Figure 1. Wires at chosen ports, followed through buffers (run 1).
The bar under the picture is 20 µm long.
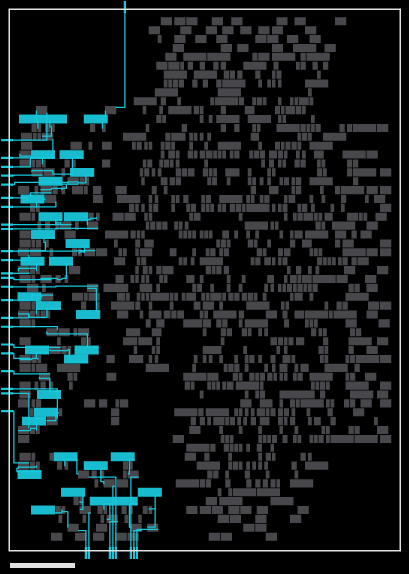
Figure 2. Sequential cells colored by netlist name (run 1).
The bar under the picture is 20 µm long.
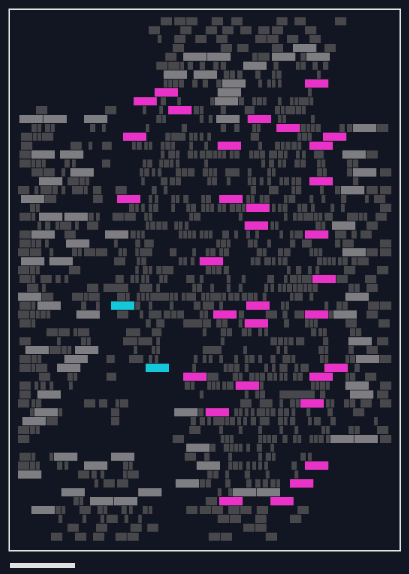
Figure 3. Layout detail (run 1).
Region (10, 104) to (50, 144) µm. Cells in gray, sequential cells in the stronger gray; small squares are vias.
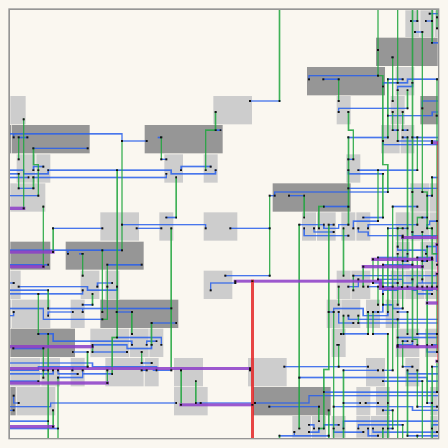
Figure 4. Signal wires by layer (run 1).
Two of the layers only.
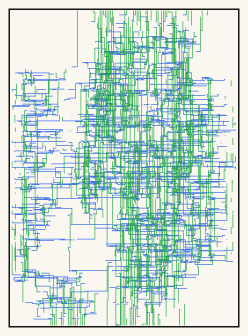
File: config.mk
export PLATFORM = sky130hd
export DESIGN_NAME = fetch_unit
export DESIGN_NICKNAME = d
export VERILOG_FILES = /design/src/rtl/fetch_unit.sv
export SDC_FILE = /design/constraint.sdc
export NUM_CORES = 1
export LEC_CHECK = 0
export ABC_AREA = 1
export CAP_MARGIN = 20
export CORE_ASPECT_RATIO = 1.4
export CORE_MARGIN = 2
export CORE_UTILIZATION = 29
export CTS_BUF_LIST = sky130_fd_sc_hd__clkbuf_4
export CTS_CLUSTER_DIAMETER = 120
export DETAILED_ROUTE_END_ITERATION = 6
export PLACE_DENSITY = 0.57
export SKIP_LAST_GASP = 1
export SLEW_MARGIN = 0
export SYNTH_ARGS = -nofsm -noshare
export SYNTH_HDL_FRONTEND = slang
export SYNTH_SLANG_ARGS = --single-unit
File: constraint.sdc
create_clock -name clk -period 5.05 [get_ports clk]
set_clock_uncertainty 0.1 [all_clocks]
set_input_delay 1.01 -clock clk [delete_from_list [all_inputs] [get_ports clk]]
set_output_delay 1.01 -clock clk [all_outputs]
set_load 0.02 [all_outputs]
File: src/rtl/fetch_unit.sv
// Instruction-fetch stage: owns the PC, addresses inst_mem and registers the returned
// word into the IF/ID register. BOOT covers inst_mem's fill cycle; HALT stops at end of memory.
module fetch_unit #(
    parameter int unsigned ADDR_W      = 32,
    parameter int unsigned MEM_DEPTH   = 101,
    parameter int unsigned RESET_PC    = 0,
    parameter int unsigned BOOT_CYCLES = 1
) (
    input  logic              clk,
    input  logic              rst,
    input  logic              stall,
    input  logic              flush,
    input  logic              redirect,
    input  logic [ADDR_W-1:0] redirect_pc,
    output logic [ADDR_W-1:0] inst_addr,
    input  logic [31:0]       inst_rdata,
    output logic [31:0]       if_inst,
    output logic [ADDR_W-1:0] if_pc,
    output logic              if_valid,
    output logic              halted
);

    localparam int unsigned CNT_W = (BOOT_CYCLES > 1) ? $clog2(BOOT_CYCLES) : 1;
    localparam logic [CNT_W-1:0]  BOOT_LAST = CNT_W'(BOOT_CYCLES - 1);
    localparam logic [ADDR_W-1:0] LAST_PC   = ADDR_W'(MEM_DEPTH - 1);

    typedef enum logic [1:0] {StBoot, StRun, StHalt} state_e;

    state_e            state_q;
    logic [ADDR_W-1:0] pc_q;
    logic [CNT_W-1:0]  boot_cnt_q;
    logic              redirect_ok;

    assign inst_addr   = pc_q;
    assign redirect_ok = (redirect_pc <= LAST_PC);

    always_ff @(posedge clk) begin
        if (rst) begin
            state_q    <= StBoot;
            pc_q       <= ADDR_W'(RESET_PC);
            boot_cnt_q <= '0;
            if_inst    <= '0;
            if_pc      <= '0;
            if_valid   <= 1'b0;
            halted     <= 1'b0;
        end else begin
            case (state_q)
                StBoot: begin
                    if_inst  <= '0;
                    if_valid <= 1'b0;
                    if (redirect) begin
                        if (redirect_ok) begin
                            pc_q <= redirect_pc;
                        end else begin
                            state_q <= StHalt;
                            halted  <= 1'b1;
                        end
                    end else if (boot_cnt_q == BOOT_LAST) begin
                        state_q <= StRun;
                    end else begin
                        boot_cnt_q <= boot_cnt_q + 1'b1;
                    end
                end
                StRun: begin
                    if (redirect) begin
                        if_inst  <= '0;
                        if_valid <= 1'b0;
                        if (redirect_ok) begin
                            pc_q <= redirect_pc;
                        end else begin
                            state_q <= StHalt;
                            halted  <= 1'b1;
                        end
                    end else if (flush) begin
                        // PC is not advanced so the squashed word is refetched
                        if_inst  <= '0;
                        if_valid <= 1'b0;
                    end else if (!stall) begin
                        if_inst  <= inst_rdata;
                        if_pc    <= pc_q;
                        if_valid <= 1'b1;
                        if (pc_q == LAST_PC) begin
                            state_q <= StHalt;
                            halted  <= 1'b1;
                        end else begin
                            pc_q <= pc_q + 1'b1;
                        end
                    end
                end
                StHalt: begin
                    if_inst  <= '0;
                    if_valid <= 1'b0;
                    if (redirect && redirect_ok) begin
                        pc_q    <= redirect_pc;
                        state_q <= StRun;
                        halted  <= 1'b0;
                    end
                end
                default: begin
                    state_q <= StBoot;
                end
            endcase
        end
    end

endmodule

==> changes_impl.md, run 1 <==
### Metrics

* Main logic family: simple AND/OR/NAND/NOR gates
* Synth Warn # at 0
* Slew HR at 0.3806
* Final max-slew violation count at 0
* Status: finished clean
* Syn-to-layout area delta at 36.73%
* Routed Antenna Nets at 0
* RSZ-0062 raised after global routing: false
* DIE AREA at 19,700 µm²
* Synth Area in Simple Gates at 0.3325
* Non-filler instance count after layout at 1,231
* Final Hold Slack at 374.0 ps
* Hold Crit Class: register to register
* Synth Area in Adders at 0.01393
* Synthesized netlist cell count at 835
* Largest net degree at the start of global routing at 60
* Root buffer cell: clkbuf_4
* Worst VDD drop at 0.1490 mV
* Total global routing overflow at 0
* Aoi share at 0.1985
* CTS H-tree depth at 3
* Share of cells above drive strength 1 at 0.05680
* Vias in the first global route at 5,434
* Post-route design area at 7368 µm²
* Achievable frequency at 0.3172 GHz
* DRT Pass-1 Iters at 6
* Comb area at 2937 µm²
* Routed WL at 18,340 µm
* Power per cell area at 450.4 nW/µm²
* Syn_nets at 910
* Die Ht at 165.3 µm
* Nets@finish at 1,056
* Vias at 5,851
* Placed cell count at 1,214
* Yosys chip area at 5389 µm²
* Post-CTS resize count at 0
* Row Count at 59
* Fin crit period at 3153 ps
* Post-synth seq share at 0.3715
* Synth Register Bits at 100
* Ys cells at 835
* Area fraction in mux cells at 0
* GPL Wtd Cong at 0.9037
* CP required at 5360 ps
* Synth unique cells at 34
Back to the opening pictures, Figure 1:
[if_inst] cyan | bits: 32 | direction: output | end cells: 32 | buffers: 32 | wire: 871 µm

Back to the opening pictures, Figure 2:
[state_q] cyan | flops: 2
[inst_addr] magenta | flops: 32
not colored: 66
Seq. pwr: 1.16 mW
flop share of the area: 0.2717
Reg area: 2002 µm²
fin util: 0.4009

Back to the opening pictures, Figure 3:
[met2] green
[met4] red
[met1] blue
[met3] purple
cells with their middle in the window: 78
sequential cells in the window: 10
netlist names of flops here include: if_inst (6), inst_addr (4)
most frequent: nand2_1 (24), dfxtp_1 (10), clkdlybuf4s50_1 (9)

Back to the opening pictures, Figure 4:
[met2] green | wire length: 9,040 µm
[met1] blue | wire length: 7,450 µm
wire per inst: 14.90 µm
GRT Overall Usage: 0.1842

==> run 1: registers in the layout, summed over array words and instances (netlist names) <==
signal     cells
halted         1
if_inst       32
inst_addr     32
state_q        2
if_valid       1
if_pc         32
==> run 1: report_power, final <==
| part | switching [mW] | internal, mW | total, mW | leakage, nW |
|---|---|---|---|---|
| Combinational | 1.06 | 0.618 | 1.68 | 1.91 |
| Clock | 0.318 | 0.159 | 0.477 | 0.0779 |
| Sequential | 0.227 | 0.936 | 1.16 | 0.813 |
==> run 1: layout by cell type (no fill, tap or decap), drive strengths merged <==
cell             n
nand2          251
clkdlybuf4s50  166
nor2           105
dfxtp          100
o21ai           94
a21oi           92
inv             73
nand3           51
nor3            11
clkbuf           9
o22ai            6
ha               6
buf              6
o211ai           4
nand4            3
clkinv           3
diode            1
nor4             1
or2              1
nand3b           1
o21bai           1
clkinvlp         1
bufinv           1
==> run 1: layout make-up <==
type	count	area share
multi-input combinational	627	0.3985
sequential	100	0.2717
timing repair buffer	172	0.2316
tap	244	0.04143
inverter	71	0.03617
clock inverter	7	0.01104
clock buffer	9	0.009170
antenna	1	0.0003396
==> run 1: final timing paths <==
path | startpoint | to | slack (ps) | cells past startpoint
worst max-delay path | redirect | if_pc[25] | 1900 | 7
worst min-delay path | if_inst[8] | if_inst[8] | 370 | 2
worst max register to register | state_q[1] | if_pc[25] | 2330 | 9
worst min register to register | if_inst[8] | if_inst[8] | 370 | 2
==> run 1: synthesized netlist by cell type (all sizes together) <==
master	n	area [µm²]
o211ai	4	30.03
clkinv	2	7.510
o22ai	6	37.54
nand3b	1	7.510
clkbuf	18	67.56
nand3	51	270.3
inv	69	259.0
dfxtp	100	2002
a21oi	92	505.5
nor3	11	81.33
o21bai	1	7.510
buf	19	116.4
nor4	1	21.27
ha	6	75.07
nor2	105	426.7
nand2	251	959.7
or2	1	6.260
o21ai	94	489.2
nand4	3	18.77
==> run 1: logic make-up (layout without fill, tap and decap cells) <==
| kind of cell | after synthesis | in the layout |
|---|---|---|
| buf+inv | 108 | 259 |
| simple gates | 424 | 424 |
| compound gates | 197 | 197 |
| other cells | 0 | 1 |
| fa+ha+maj | 6 | 6 |
| flops | 100 | 100 |
==> run 1: critical path: stages <==
cell and delay, ps:
clkdlybuf4s50_1 690, nor2_4 170, nand2_1 100, clkinv_1 710, buf_4 520, o21ai_0 190
a21oi_1 60
==> run 1: routing by layer <==
metal  up-vias  GRT usage  routed length [µm]
met3        35    0.05323                1358
li1       2997          -                   -
met4         0    0.06277                 481
met1      2624     0.2124                7453
met5         -          0                   0
met2       195     0.3260                9043
Figure 5. The clock network (run 1).
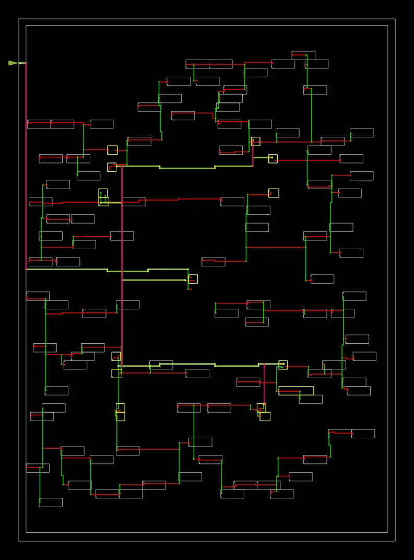

==> run 2, diff against run 1 <==
==> constraint.sdc (replaced) <==
create_clock -name clk -period 3 [get_ports clk]
set_clock_uncertainty 0.1 [all_clocks]
set_input_delay 0.6 -clock clk [delete_from_list [all_inputs] [get_ports clk]]
set_output_delay 0.6 -clock clk [all_outputs]
set_load 0.02 [all_outputs]
Figure 6. The clock network (run 2).
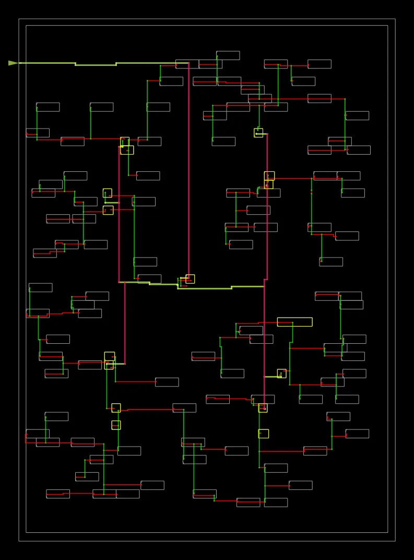
registers: 100
Late-Pin Clk Latency: 500 ps
total CTS buffers: 9
Clock Sinks: 100

==> changes_impl.md, run 2 <==
### Metrics

* Status: finished clean
* Post-CTS resize count at 0 (unchanged)
* Fin crit period at 2452 ps
* Primary FF master, synth: dfxtp_1
* Top Layout Cells: 246 x nand2_1, 166 x clkdlybuf4s50_1, 100 x dfxtp_1
* Comb area at 2937 µm² (unchanged)
* First-pass GRT wire length at 28,720 µm
* Synth Warn # at 0 (unchanged)
* Post-route design area at 7501 µm² (+1.8%)
* Hold Path Depth at 2 (unchanged)
* Power per cell area at 759.7 nW/µm² (+69%)
* Synthesized netlist cell count at 835 (unchanged)
* Most frequent logic cell in the layout: nand2_1
* RSZ-0062 raised after global routing: false
* Count leader, synth: nand2_1
* CP Cell Sequence: clkdlybuf4s50_1
* Synth top cells by count: 246 x nand2_1, 100 x dfxtp_1, 98 x nor2_1, 91 x o21ai_0, 82 x a21oi_1
* Vias at 5,835 (-0.27%)
* Yosys chip area at 5389 µm² (unchanged)
* Cell area leaders: dfxtp_1 37%, nand2_1 17%, o21ai_0 8.5%
* Lkg Pwr at 2.880 nW
* CP delay by family, top: buffers and inverters
* Final max-slew violation count at 0 (unchanged)
* CP max stage delay at 680 ps (-30 ps)
* Wire per inst at 14.47 µm (-2.8%)
* Achievable frequency at 0.4078 GHz
* Syn-to-layout area delta at 39.19%
* Post-DP HPWL at 13,450 µm
* RR Endpoint: inst_addr[24]
* Count of library flops with an enable pin at 0 (unchanged)
* Share of cells above drive strength 1 at 0.07000 (+0.01320)
* Routed WL at 18,020 µm (-1.7%)
* DIE AREA at 19,700 µm² (unchanged)
* CP required at 2300 ps (-3060 ps)
* DRT Pass-1 Iters at 4 (-2)
* Synth unique cells at 34 (unchanged)
* Worst VDD drop at 0.2435 mV (+63%)
* Setup TNS at 0 ps
* Min-Delay Endpoint: if_inst[7]
* CTS tree: done
* Die width at 119.2 µm
* GPL Wtd Cong at 0.9014 (-0.25%)
* Synth Register Bits at 100 (unchanged)
* Vias in the first global route at 5,588 (+2.8%)
* Slowest cell on crit path: clkdlybuf4s50_1
* Biggest area consumer among synthesized cells: dfxtp_1
* R2r startpoint: inst_addr[1]
* Share of flip-flops with an asynchronous set or reset at 0 (unchanged)
* CTS H-tree depth at 3 (unchanged)
* GRT Overall Usage at 0.1837 (-0.0005047)
* R2R cell count at 11 (+2)
* Top-area cell share at 0.3715 (unchanged)
* Vias per cell at 4.687
* Row Count at 59 (unchanged)
* Worst reg2reg setup slack at 670 ps (-1660 ps)
* Nets@finish at 1,070 (+1.3%)
* WP buf/inv at 1 (-2)
* Hold path startpoint: if_inst[7]
* Post-synth seq share at 0.3715 (unchanged)
* Worst-path clk slew at 170 ps
* Total global routing overflow at 0 (unchanged)
* Post-synthesis cell area at 5389 µm²
* Slew HR at 0.6023 (+0.2217)
* Reg area at 2002 µm² (unchanged)
* Die Ht at 165.3 µm (unchanged)
* Hold Crit Class: register to register
* Largest net degree at the start of global routing at 65 (+8.3%)
* Final setup viols at 0
* Ys cells at 835 (unchanged)
* Root buffer cell: clkbuf_4
* Syn_nets at 910 (unchanged)
* Routed Antenna Nets at 0 (unchanged)
Figure 7. Sequential cells colored by netlist name (run 2).
The bar under the picture is 20 µm long.
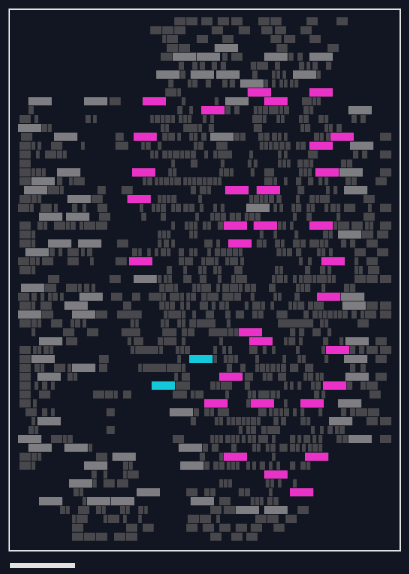
[inst_addr] magenta | flops: 32
[state_q] cyan | flops: 2

-- run 2: cell counts after synthesis --
No cell type changed its count.
-- run 2: worst max-delay path by stage --
stage / from / endpoint / cells after the start
2_1_floorplan: redirect_pc[11] / inst_addr[12] / 10
3_3_place_gp: redirect_pc[7] / inst_addr[22] / 12
3_5_place_dp: redirect_pc[7] / inst_addr[27] / 12
4_1_cts: inst_addr[17] / inst_addr[17] / 1
5_1_grt: inst_addr[18] / inst_addr[18] / 1
6_report: inst_addr[17] / inst_addr[17] / 1
-- run 2: cell families after synthesis --
family,count (synthesis),synth area share
buffers and inverters,108,0.08358
DFF,100,0.3715
adders and majority gates,6,0.01393
AOI/OAI and AO/OA,197,0.1985
and+or+nand+nor,424,0.3325
-- run 2: cell type report --
class | instances | share of cell area
sequential | 100 | 0.2669
antenna | 1 | 0.0003336
inverter | 71 | 0.03553
timing repair buffer | 186 | 0.2449
multi-input combinational | 627 | 0.3915
tap | 244 | 0.04070
clock buffer | 9 | 0.009008
clock inverter | 7 | 0.01118
-- run 2: report_power, final --
| part | internal, mW | switching [mW] | leakage, nW |
|---|---|---|---|
| combinational | 1.16 | 1.81 | 1.99 |
| clock | 0.267 | 0.517 | 0.0786 |
| sequential | 1.58 | 0.374 | 0.813 |
| total | 3.00 | 2.70 | 2.88 |
-- run 2: through the flow --
stage               total power [mW]  hold WS (ps)  setup WS [ps]  instances    util
global placement               4.949         350.4          308.1       1228  0.3997
floorplan                      3.765         390.7           1020        835       -
finish                         5.698         373.0          547.6       1245  0.4081
detailed placement             4.956         356.2          237.7       1228  0.3997
CTS                            5.766         375.8          493.8       1244  0.4079
global route                   6.182         392.8          452.2       1245  0.4081
-- run 2: layer usage --
metal | wire length [µm] | vias up | track usage | part of all wire
met5 | 0 | - | 0 | 0
met4 | 532 | 0 | 0.08009 | 0.030
met3 | 1117 | 29 | 0.04190 | 0.062
met2 | 9062 | 173 | 0.3346 | 0.50
met1 | 7306 | 2611 | 0.2042 | 0.41
li1 | - | 3022 | - | -
No activity file was given, so power comes from the tool's default toggle rates.
